### src/rtl/perceptron_trainer.sv
// Sequential perceptron: accumulates one weighted feature per cycle, then
// optionally applies the saturating perceptron learning rule on a misprediction.
module perceptron_trainer #(
  parameter  int N_IN      = 7,
  parameter  int W_WIDTH   = 6,
  parameter  int ACC_WIDTH = 10,
  localparam int AW        = $clog2(N_IN + 1)
) (
  input  logic                        clk,
  input  logic                        rst_n,
  input  logic                        ena,
  input  logic                        in_valid,
  output logic                        in_ready,
  input  logic [N_IN-1:0]             features,
  input  logic                        train,
  input  logic                        label,
  input  logic                        w_load,
  input  logic [AW-1:0]               w_addr,
  input  logic signed [W_WIDTH-1:0]   w_data,
  output logic                        out_valid,
  output logic                        out_class,
  output logic signed [ACC_WIDTH-1:0] out_score,
  output logic                        mispredict
);

  typedef enum logic [1:0] {
    IDLE,
    ACCUM,
    DECIDE,
    UPDATE
  } state_t;

  localparam logic [AW-1:0] BIAS_ADDR = AW'(N_IN);
  localparam logic [AW-1:0] LAST_IDX  = AW'(N_IN - 1);
  localparam logic signed [W_WIDTH-1:0] W_MAX = {1'b0, {(W_WIDTH-1){1'b1}}};
  localparam logic signed [W_WIDTH-1:0] W_MIN = {1'b1, {(W_WIDTH-1){1'b0}}};

  state_t                      state;
  logic signed [W_WIDTH-1:0]   weights [N_IN];
  logic signed [W_WIDTH-1:0]   bias;
  logic signed [ACC_WIDTH-1:0] acc;
  logic [AW-1:0]               idx;
  logic [N_IN-1:0]             features_q;
  logic                        train_q;
  logic                        label_q;
  logic signed [W_WIDTH-1:0]   cur_w;
  logic                        acc_class;

  function automatic logic signed [ACC_WIDTH-1:0] sext_w(input logic signed [W_WIDTH-1:0] v);
    return {{(ACC_WIDTH-W_WIDTH){v[W_WIDTH-1]}}, v};
  endfunction

  // One learning step of +1/-1, clamped to the representable weight range.
  function automatic logic signed [W_WIDTH-1:0] sat_step(input logic signed [W_WIDTH-1:0] v,
                                                         input logic up);
    logic signed [W_WIDTH-1:0] r;
    if (up) r = (v == W_MAX) ? v : v + W_WIDTH'(1);
    else    r = (v == W_MIN) ? v : v - W_WIDTH'(1);
    return r;
  endfunction

  assign in_ready  = (state == IDLE) && !w_load;
  assign acc_class = ~acc[ACC_WIDTH-1];

  always_comb begin
    cur_w = '0;
    for (int i = 0; i < N_IN; i++) begin
      if (idx == AW'(i)) cur_w = weights[i];
    end
  end

  always_ff @(posedge clk or negedge rst_n) begin
    if (!rst_n) begin
      state      <= IDLE;
      bias       <= '0;
      acc        <= '0;
      idx        <= '0;
      features_q <= '0;
      train_q    <= 1'b0;
      label_q    <= 1'b0;
      out_valid  <= 1'b0;
      out_class  <= 1'b0;
      out_score  <= '0;
      mispredict <= 1'b0;
      for (int i = 0; i < N_IN; i++) weights[i] <= '0;
    end else if (ena) begin
      out_valid  <= 1'b0;
      mispredict <= 1'b0;
      case (state)
        IDLE: begin
          if (w_load) begin
            for (int i = 0; i < N_IN; i++) begin
              if (w_addr == AW'(i)) weights[i] <= w_data;
            end
            if (w_addr == BIAS_ADDR) bias <= w_data;
          end else if (in_valid) begin
            features_q <= features;
            train_q    <= train;
            label_q    <= label;
            acc        <= sext_w(bias);
            idx        <= '0;
            state      <= ACCUM;
          end
        end
        ACCUM: begin
          acc <= acc + (features_q[idx] ? sext_w(cur_w) : '0);
          idx <= idx + AW'(1);
          if (idx == LAST_IDX) state <= DECIDE;
        end
        DECIDE: begin
          out_score <= acc;
          out_class <= acc_class;
          out_valid <= 1'b1;
          if (train_q && (acc_class != label_q)) begin
            mispredict <= 1'b1;
            state      <= UPDATE;
          end else begin
            state <= IDLE;
          end
        end
        UPDATE: begin
          for (int i = 0; i < N_IN; i++) begin
            if (features_q[i]) weights[i] <= sat_step(weights[i], label_q);
          end
          bias  <= sat_step(bias, label_q);
          state <= IDLE;
        end
        default: state <= IDLE;
      endcase
    end
  end

endmodule

### config.mk
export PLATFORM = sky130hd
export DESIGN_NAME = perceptron_trainer
export DESIGN_NICKNAME = d
export VERILOG_FILES = /design/src/rtl/perceptron_trainer.sv
export SDC_FILE = /design/constraint.sdc
export NUM_CORES = 1
export LEC_CHECK = 0
export CORE_ASPECT_RATIO = 1.25
export CORE_UTILIZATION = 25
export CTS_CLUSTER_DIAMETER = 200
export DETAILED_ROUTE_END_ITERATION = 16
export GPL_ROUTABILITY_DRIVEN = 0
export PLACE_DENSITY = 0.49
export SYNTH_ARGS = -nofsm -noshare
export SYNTH_HDL_FRONTEND = slang
export SYNTH_SLANG_ARGS = --single-unit
### constraint.sdc
create_clock -name clk -period 5.3 [get_ports clk]
set_clock_uncertainty 0.15 [all_clocks]
set_input_delay 1.06 -clock clk [delete_from_list [all_inputs] [get_ports clk]]
set_output_delay 1.06 -clock clk [all_outputs]
set_load 0.05 [all_outputs]
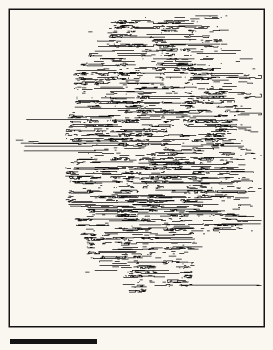
*Met1 routing*
Bar = 50 um.
share of all routed wire: 46%
longest straight run: 51.1 um
wire length on this layer: 8810 um
main direction: horizontal
nets with wire on the layer: 761

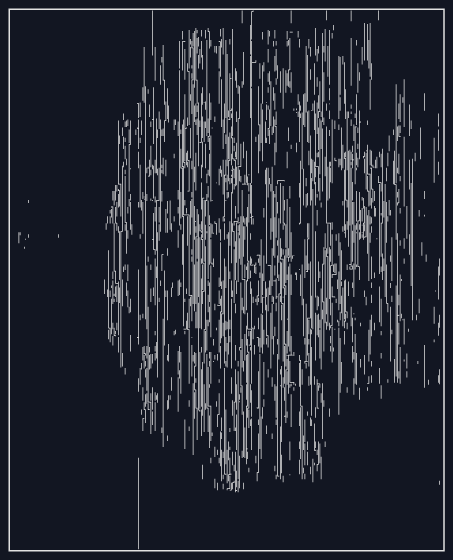
*The metal 2 layer*
share of all routed wire: 49%
wire length on this layer: 9450 um
nets with wire on the layer: 642

==> reports/results.tsv <==
stage	metric	value	unit
worst_setup_path	critical-path cell list	inv_1, ha_1, clkinv_1, nor2_1, nor3_1, a21oi_1, o21ai_0, and3_1, fa_1, a21o_1, a21oi_1, o21bai_1, or4_4, o221a_1, a211oi_2	
placement	HPWL after detailed placement	14140	um
detailed_routing	WL final	19230	um
worst_setup_path	CP dominant cell by count	a21oi_1	
clocking	clk ins delay skew pair	0.35	ns
synthesis	Top FF cell, synth	dfrtp_1	
detailed_routing	drt wl/cell	17.43	um
worst_setup_path	slowest CP cell	dfrtp_1	
final_layout	register area	2127	um2
clocking	H-tree Lvls	3	
synthesis	cells in synth_stat.txt	747	
run_status	status	finished, final reports clean	
pwr	P_leak	2.982	nW
min_path	Hold Path Class	flip-flop to flip-flop	
grt	largest net degree at the start of global routing	55	
final_layout	Gate Area	4136	um2
sta	Final setup viols	0	
synthesis	Syn Nets	821	
detailed_routing	DRC Markers	0	
grt	first-pass GRT wire length	31640	um
synthesis	Synth Seq Share	32.67	%
detailed_routing	routed via count	5750	
worst_setup_path	kind of critical path	flip-flop to flip-flop	
detailed_routing	routed vias/inst	5.213	
die	std cell rows	65	
clocking	CTS Root Cell	clkbuf_16	
run	Log Warnings	29	
clocking	Resized Gates After CTS	0	
sta	Final period util	77.75	%
final_layout	n_diodes	0	
sta	Worst-Margin Slew	0.9452	ns
die	Init Core Util	25.66	%
sta	f_max	242.7	MHz
placement	Place WS	1.211	ns
worst_setup_path	crit-path max cell delay	0.47	ns
die	area of the core	25370	um2
synthesis	Max-area cell share	32.67	%
worst_setup_path	Worst Path Arrival	4.24	ns
sta	Slew Limit Fails	0	
[placed cells by master (no fill, tap or decap), types with 23 or more instances in the layout]
cell	Yosys	final
dfrtp_1	85	85
mux2_2	30	30
o21ai_0	50	50
nor2_1	72	72
a31oi_1	23	23
nand2_1	64	64
a21oi_1	61	61
xnor2_1	24	24
ha_1	42	42
clkdlybuf4s50_1	0	35
[critical path, delay by kind of cell, from the launching register on]
| family | cells | cell delay, ns |
|---|---|---|
| buffers and inverters | 2 | 0.46 |
| DFF | 1 | 0.47 |
| adders and majority gates | 2 | 0.87 |
| AOI/OAI and AO/OA | 7 | 1.20 |
| and+or+nand+nor | 4 | 0.90 |
[through the flow]
stage                     power, mW  hold WS (ns)  cell area [um2]
after detailed placement      4.963        0.3244             7179
after global placement        4.937        0.3188             7179
after global routing          6.223        0.3751             7503
after floorplan               4.060        0.3222             6510
after CTS                     5.688        0.3394             7503
final                         5.649        0.3320             7503
[final cells by class]
cell class / instances / area share [%]
inverters: 23 / 1.151
clock buffers: 9 / 3.001
multi-input cells: 601 / 55.13
well taps: 335 / 5.586
clock inverters: 7 / 1.317
flip-flops and latches: 85 / 28.35
repair buffers: 43 / 5.469
[synth_stat cells, types with 10 or more instances]
cell type / n
buf_2: 12
ha_1: 42
dfrtp_1: 85
mux2_2: 30
inv_1: 21
nand4_1: 10
a21o_1: 12
o22ai_1: 12
o21ai_0: 50
a21oi_1: 61
nand2_1: 64
nor3_1: 21
and3_1: 12
nand3b_1: 16
clkbuf_1: 21
nor2b_1: 13
nor2_1: 72
xnor2_1: 24
a31oi_1: 23
[report_power, final]
part / leakage, nW / internal, mW / switching, mW
logic: 1.83 / 1.51 / 1.96
clock network: 0.144 / 0.414 / 0.281
registers: 1.01 / 0.963 / 0.528
[final timing paths]
check,from,to,slack [ns],cells after the start
min in group asynchronous,rst_n,weights[22]$_DFFE_PN0P_,0.56,1
min reg2reg,out_class$_DFFE_PN0P_,out_class$_DFFE_PN0P_,0.33,2
max,idx[0]$_DFFE_PN0P_,acc[8]$_DFFE_PN0P_,1.18,15
max reg2reg,idx[0]$_DFFE_PN0P_,acc[8]$_DFFE_PN0P_,1.18,15
max in group asynchronous,rst_n,weights[0]$_DFFE_PN0P_,3.42,2
min,out_class$_DFFE_PN0P_,out_class$_DFFE_PN0P_,0.33,2
[flip-flops by register name, indices dropped and copies added, names as in the netlist]
name / cells
out_class: 1
weights: 42
out_score: 10
label_q: 1
acc: 10
mispredict: 1
out_valid: 1
features_q: 7
idx: 3
state: 2
train_q: 1
bias: 6
[per-layer routing]
metal / GRT usage, % / routed length [um] / vias up
met3: 2.100 / 616 / 23
met1: 19.12 / 8809 / 2803
li1: - / - / 2810
met2: 26.13 / 9453 / 114
met5: 0 / 0 / -
met4: 5.083 / 345 / 0
[cells by family after synthesis]
| group | synth area share (%) |
|---|---|
| and+or+nand+nor | 19.01 |
| AOI/OAI and AO/OA | 23.39 |
| DFF | 32.67 |
| buffers and inverters | 3.806 |
| adders and majority gates | 10.84 |
| muxes | 6.919 |
| xor gates and xnor gates | 3.363 |
Power and IR drop assume default switching activity.
